**src/rtl/chess_move_timer.sv**
```systemverilog
// Two-player chess countdown clock: runs the side-to-move, flags on zero, freezes on checkmate.
// Define CHESS_TIMER_INCREMENT_EN to add INCREMENT_SECONDS to the mover's clock on each move.
module chess_move_timer #(
  parameter int unsigned CLOCK_FREQUENCY   = 50000000,
  parameter int unsigned START_SECONDS     = 300,
  parameter int unsigned INCREMENT_SECONDS = 5,
  parameter int unsigned TIME_WIDTH        = 12
) (
  input  logic                  clock,
  input  logic                  resetApp,
  input  logic                  Player,
  input  logic [1:0]            Checkmate,
  input  logic                  Pause,
  output logic [TIME_WIDTH-1:0] WhiteSeconds,
  output logic [TIME_WIDTH-1:0] BlackSeconds,
  output logic [15:0]           ActiveDigits,
  output logic [1:0]            Timeout,
  output logic                  GameOver
);

  // state  | meaning
  // RUN    | active side's clock counts down, moves/checkmate/flag-fall honoured
  // FROZEN | game over (flag or checkmate); everything holds until reset
  typedef enum logic {RUN = 1'b0, FROZEN = 1'b1} state_e;

  localparam int unsigned PRESC_W = (CLOCK_FREQUENCY > 1) ? $clog2(CLOCK_FREQUENCY) : 1;
  localparam logic [PRESC_W-1:0]    PRESC_LAST = PRESC_W'(CLOCK_FREQUENCY - 1);
  localparam logic [TIME_WIDTH-1:0] START_VAL  = TIME_WIDTH'(START_SECONDS);

  function automatic logic [15:0] to_bcd(input logic [TIME_WIDTH-1:0] secs);
    int unsigned total;
    int unsigned mins;
    int unsigned rem;
    total = 32'(secs);
    mins  = total / 60;
    if (mins > 99) mins = 99;
    rem   = total % 60;
    return {4'(mins / 10), 4'(mins % 10), 4'(rem / 10), 4'(rem % 10)};
  endfunction

  localparam logic [15:0] DIGITS_RST = to_bcd(START_VAL);

`ifdef CHESS_TIMER_INCREMENT_EN
  localparam logic [TIME_WIDTH:0] INC_EXT = (TIME_WIDTH+1)'(INCREMENT_SECONDS);

  function automatic logic [TIME_WIDTH-1:0] sat_add(input logic [TIME_WIDTH-1:0] a);
    logic [TIME_WIDTH:0] sum;
    sum = {1'b0, a} + INC_EXT;
    return sum[TIME_WIDTH] ? '1 : sum[TIME_WIDTH-1:0];
  endfunction
`else
  // Increment is compiled out; keep the parameter referenced so it stays visible.
  localparam int unsigned unused_increment = INCREMENT_SECONDS;
`endif

  state_e state_q, state_d;

  logic player_s1_q, player_s2_q, player_prev_q;
  logic mate_s1_q, mate_s2_q;
  logic pause_s1_q, pause_s2_q;
  logic unused_winner;

  logic [TIME_WIDTH-1:0] white_q, white_d, black_q, black_d;
  logic                  active_q, active_d;
  logic [PRESC_W-1:0]    presc_q, presc_d;
  logic [1:0]            timeout_q, timeout_d;
  logic [15:0]           digits_q, digits_d;

  logic                  running, move, tick, flag_fall;
  logic [TIME_WIDTH-1:0] active_cnt;

  // The winner bit of Checkmate is implied by the board stage; only the end flag matters here.
  assign unused_winner = Checkmate[1];

  always_ff @(posedge clock or posedge resetApp) begin
    if (resetApp) begin
      player_s1_q   <= 1'b1;
      player_s2_q   <= 1'b1;
      player_prev_q <= 1'b1;
      mate_s1_q     <= 1'b0;
      mate_s2_q     <= 1'b0;
      pause_s1_q    <= 1'b0;
      pause_s2_q    <= 1'b0;
    end else begin
      player_s1_q   <= Player;
      player_s2_q   <= player_s1_q;
      player_prev_q <= player_s2_q;
      mate_s1_q     <= Checkmate[0];
      mate_s2_q     <= mate_s1_q;
      pause_s1_q    <= Pause;
      pause_s2_q    <= pause_s1_q;
    end
  end

  always_comb begin
    running    = (state_q == RUN);
    active_cnt = active_q ? white_q : black_q;
    move       = (player_s2_q != player_prev_q);
    tick       = running && !pause_s2_q && (presc_q == PRESC_LAST);
    flag_fall  = tick && !mate_s2_q && !move && (active_cnt == TIME_WIDTH'(1));
  end

  always_ff @(posedge clock or posedge resetApp) begin
    if (resetApp) state_q <= RUN;
    else          state_q <= state_d;
  end

  always_comb begin
    state_d = state_q;
    case (state_q)
      RUN:     if (mate_s2_q || flag_fall) state_d = FROZEN;
      FROZEN:  state_d = FROZEN;
      default: state_d = RUN;
    endcase
  end

  always_comb begin
    GameOver = (state_q == FROZEN);
  end

  // Priority inside RUN: checkmate, then move, then pause, then tick.
  always_comb begin
    white_d   = white_q;
    black_d   = black_q;
    active_d  = active_q;
    presc_d   = presc_q;
    timeout_d = timeout_q;
    digits_d  = to_bcd(active_cnt);
    if (running && !mate_s2_q) begin
      if (move) begin
        active_d = player_s2_q;
        presc_d  = '0;
`ifdef CHESS_TIMER_INCREMENT_EN
        if (active_q) white_d = sat_add(white_q);
        else          black_d = sat_add(black_q);
`endif
      end else if (!pause_s2_q) begin
        if (tick) begin
          presc_d = '0;
          if (active_cnt != '0) begin
            if (active_q) white_d = white_q - 1'b1;
            else          black_d = black_q - 1'b1;
          end
          if (flag_fall) timeout_d = {~active_q, 1'b1};
        end else begin
          presc_d = presc_q + 1'b1;
        end
      end
    end
  end

  always_ff @(posedge clock or posedge resetApp) begin
    if (resetApp) begin
      white_q   <= START_VAL;
      black_q   <= START_VAL;
      active_q  <= 1'b1;
      presc_q   <= '0;
      timeout_q <= 2'b00;
      digits_q  <= DIGITS_RST;
    end else begin
      white_q   <= white_d;
      black_q   <= black_d;
      active_q  <= active_d;
      presc_q   <= presc_d;
      timeout_q <= timeout_d;
      digits_q  <= digits_d;
    end
  end

  assign WhiteSeconds = white_q;
  assign BlackSeconds = black_q;
  assign ActiveDigits = digits_q;
  assign Timeout      = timeout_q;

endmodule

```
**config.mk**
```make
export PLATFORM = sky130hd
export DESIGN_NAME = chess_move_timer
export DESIGN_NICKNAME = d
export VERILOG_FILES = /design/src/rtl/chess_move_timer.sv
export SDC_FILE = /design/constraint.sdc
export NUM_CORES = 1
export LEC_CHECK = 0
export CAP_MARGIN = 10
export CORE_ASPECT_RATIO = 1.75
export CORE_MARGIN = 2
export CORE_UTILIZATION = 60
export DETAILED_ROUTE_END_ITERATION = 6
export PLACE_DENSITY = 0.87
export SKIP_CTS_REPAIR_TIMING = 1
export SLEW_MARGIN = 20
export SYNTH_ARGS = -nofsm -noshare
export SYNTH_HDL_FRONTEND = slang
export SYNTH_SLANG_ARGS = --single-unit
```
**constraint.sdc**
```tcl
create_clock -name clock -period 15.7 [get_ports clock]
set_input_delay 1.57 -clock clock [delete_from_list [all_inputs] [get_ports clock]]
set_output_delay 1.57 -clock clock [all_outputs]
set_load 0.1 [all_outputs]
```
Fig. 1: wiring by layer
Bar = 20 um.
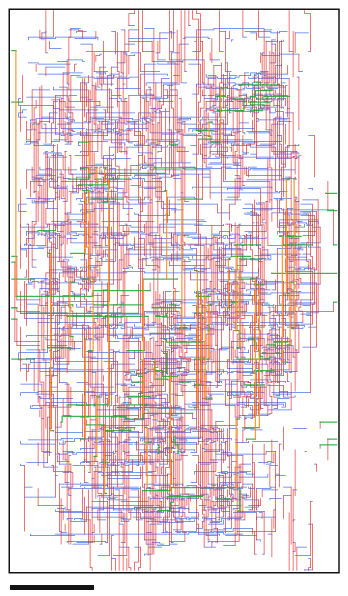
layer	colour	wire length
met1	blue	5850 um
met4	orange	777 um
met3	green	620 um
met2	red	8380 um

Fig. 2: placement view
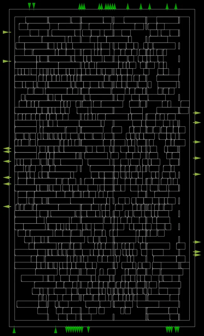
flip-flops: 77
flop share of the area: 0.293
final cell count without fillers: 836
Tapcell Cnt: 122

==> results.cfg <==
; implementation run metrics
[final_timing]
slew_violations = 0
fin_crit_ns = 9.08
relSlewSlack = 0.320
rsz0062_at_grt = no
timing.hold.ws_ns = 0.350
hold_viol = 0
finalSetupViolations = 0
finalWorstSetupSlack_ns = 6.62
clock_skew_ns = 0.0101
max_freq_ghz = 0.110
fin_setup_tns_ns = 0

[routing]
dr_total_vias = 5610
wl_per_cell_um = 18.7
vias_per_cell = 6.71
ant_nets = 0
postRouteWirelength_um = 15600

[grt]
grt_pass1_vias = 5500
grt_usage = 0.304
antenna_found_initial = 0
grt_max_degree = 78
grt_first_pass_wirelength_um = 25800
met1_usage = 0.332
top_usage_layer = met2

[finish]
seq_area_sq_um = 1940
fillerInstances = 735
buffers = 52
diodes = 0
num-nets-final = 723
largest_class = multi-input combinational cells
logic_gates = 551
nClkBuffers = 9
buffer_area_frac = 0.0797
utilization = 0.704
clk_share = 0.0427
num-nonclk-inverters = 18

[clock_tree]
insertion_delay_ns = 0.34
cts-buffers-inserted = 9
path_clk_slew_ns = 0.07
clock_path_buffers = 2
cts-root-buf = clkbuf_16
cts.sinks = 77
cts_tree = built
htree_levels = 3

[job]
warning_count = 27
cap_violations = 0

[floorplan]
fp.dieW_um = 78.2
dieArea_sq_um = 10500
fp_util = 0.614
die_y_um = 134
rows = 47

[synthesis]
synth_seq_share = 0.337
synth_adder_area_share = 0.0191
ys_area_sq_um = 5770
syn_area_sq_um = 5770
ys_cells = 666
synth_cell_types = 93
edf_count = 0
avgSynthCellArea_sq_um = 8.67
flop_cell = dfrtp_1
ys_sh_xor = 0.0696
synthCells = 666
ys_sh_aoi = 0.248
yosysWarnings = 0
synth_flops = 77

[placement]
post-place-ws_ns = 6.87
place.gp.congestion = 0.970
io_buffers = 47
dp_cells = 819

[critical_path]
arrival_ns = 9.31
r2r_slack_ns = 6.62
crit_family = AND-OR/OR-AND gates
worstSetupStartpointType = register
critPathMaxStageDelay_ns = 1.03

[status]
status = finished clean

[power_and_ir_drop]
powerDensity_nw_per_um2 = 61.8
leakagePower_nw = 2.82

[worst_hold_path]
min_path_type = register to register
-- cells in the mapped netlist, types with 14 or more instances --
master   number  area share
nor3_1       21       0.018
o21ai_0      37       0.032
xor2_1       21       0.032
nand3_1      28       0.024
a21oi_1      26       0.023
nand2_1      76       0.049
nor2_1       64       0.042
dfstp_2      14       0.064
mux2i_1      18       0.031
inv_1        14      0.0091
dfrtp_1      63        0.27
xnor2_1      23       0.035
-- worst reg2reg max path, stage by stage (launching register included) --
cell      delay, ns
dfstp_2        1.03
mux2i_2        0.85
inv_2          0.25
ha_1           0.56
nor2b_1        0.11
a21boi_1       0.19
o211ai_1       0.51
mux2_2         0.42
a211oi_2       0.40
and4_1         0.27
a221o_1        0.37
nand3_1        0.12
nand3_1        0.09
o21ai_0        0.15
ha_1           0.27
o211a_1        0.19
a311oi_1       0.35
nor3_2         0.09
xnor2_1        0.52
mux2i_1        0.32
o211ai_2       0.33
nor4_1         0.52
nor4_4         0.13
a221o_1        0.50
o221ai_2       0.25
a21o_1         0.13
a21oi_2        0.06
-- routing by layer --
layer	up-vias	wire (um)
met5	-	0
met4	0	777
met3	73	620
met2	235	8380
met1	2707	5850
li1	2595	-
-- stage by stage --
| stage | power (mW) | area, sq um |
|---|---|---|
| floorplan | 0.210 | 5770 |
| global placement | 0.213 | 6310 |
| detailed placement | 0.213 | 6310 |
| CTS | 0.411 | 6590 |
| global route | 0.421 | 6630 |
| finish | 0.409 | 6630 |
-- flip-flops by register name, summed over array words and instances, names as in the netlist --
register and cells:
BlackSeconds 12, GameOver 1, mate_s1_q 1, ActiveDigits 16, player_s2_q 1, Timeout 2
pause_s1_q 1, player_s1_q 1, player_prev_q 1, WhiteSeconds 12, mate_s2_q 1, pause_s2_q 1
presc_q 26, active_q 1
-- placed cells by master, fill, tap and decap left out, types with 8 or more instances in the layout --
cell / instances
mux2i_1: 17
and2_1: 9
nor3_1: 21
dfrtp_1: 63
o211ai_1: 9
clkdlybuf4s50_1: 47
o21a_1: 8
nor4_1: 10
o31ai_1: 11
a21oi_1: 26
dfstp_2: 14
nand3_1: 28
o21ai_0: 37
xnor2_1: 23
nand2_1: 76
xor2_1: 21
a31oi_1: 12
clkbuf_16: 9
nor2_1: 64
ha_1: 8
and3_1: 8
nand4_1: 13
inv_1: 13
-- worst paths after layout --
path                       startpoint          endpoint  cells after the start
max in group asynchronous    resetApp     player_prev_q                      4
setup reg to reg             active_q   ActiveDigits[1]                     26
hold reg to reg             mate_s1_q         mate_s2_q                      0
hold / removal              mate_s1_q         mate_s2_q                      0
min in group asynchronous    resetApp  BlackSeconds[10]                      3
setup / recovery             active_q   ActiveDigits[1]                     26
-- where the power goes --
part	switching [mW]	internal (mW)
Sequential	0.00136	0.200
Combinational	0.00589	0.00294
Clock	0.0897	0.109
Total	0.0969	0.312
-- logic make-up (layout without fill, tap and decap cells) --
| logic type | after synthesis | count (layout) |
|---|---|---|
| simple gates | 279 | 279 |
| fa+ha+maj | 9 | 9 |
| mux | 28 | 28 |
| compound gates | 190 | 190 |
| buf+inv | 38 | 86 |
| xor+xnor | 45 | 45 |
| flops | 77 | 77 |
No activity file was given, so power comes from the tool's default toggle rates.
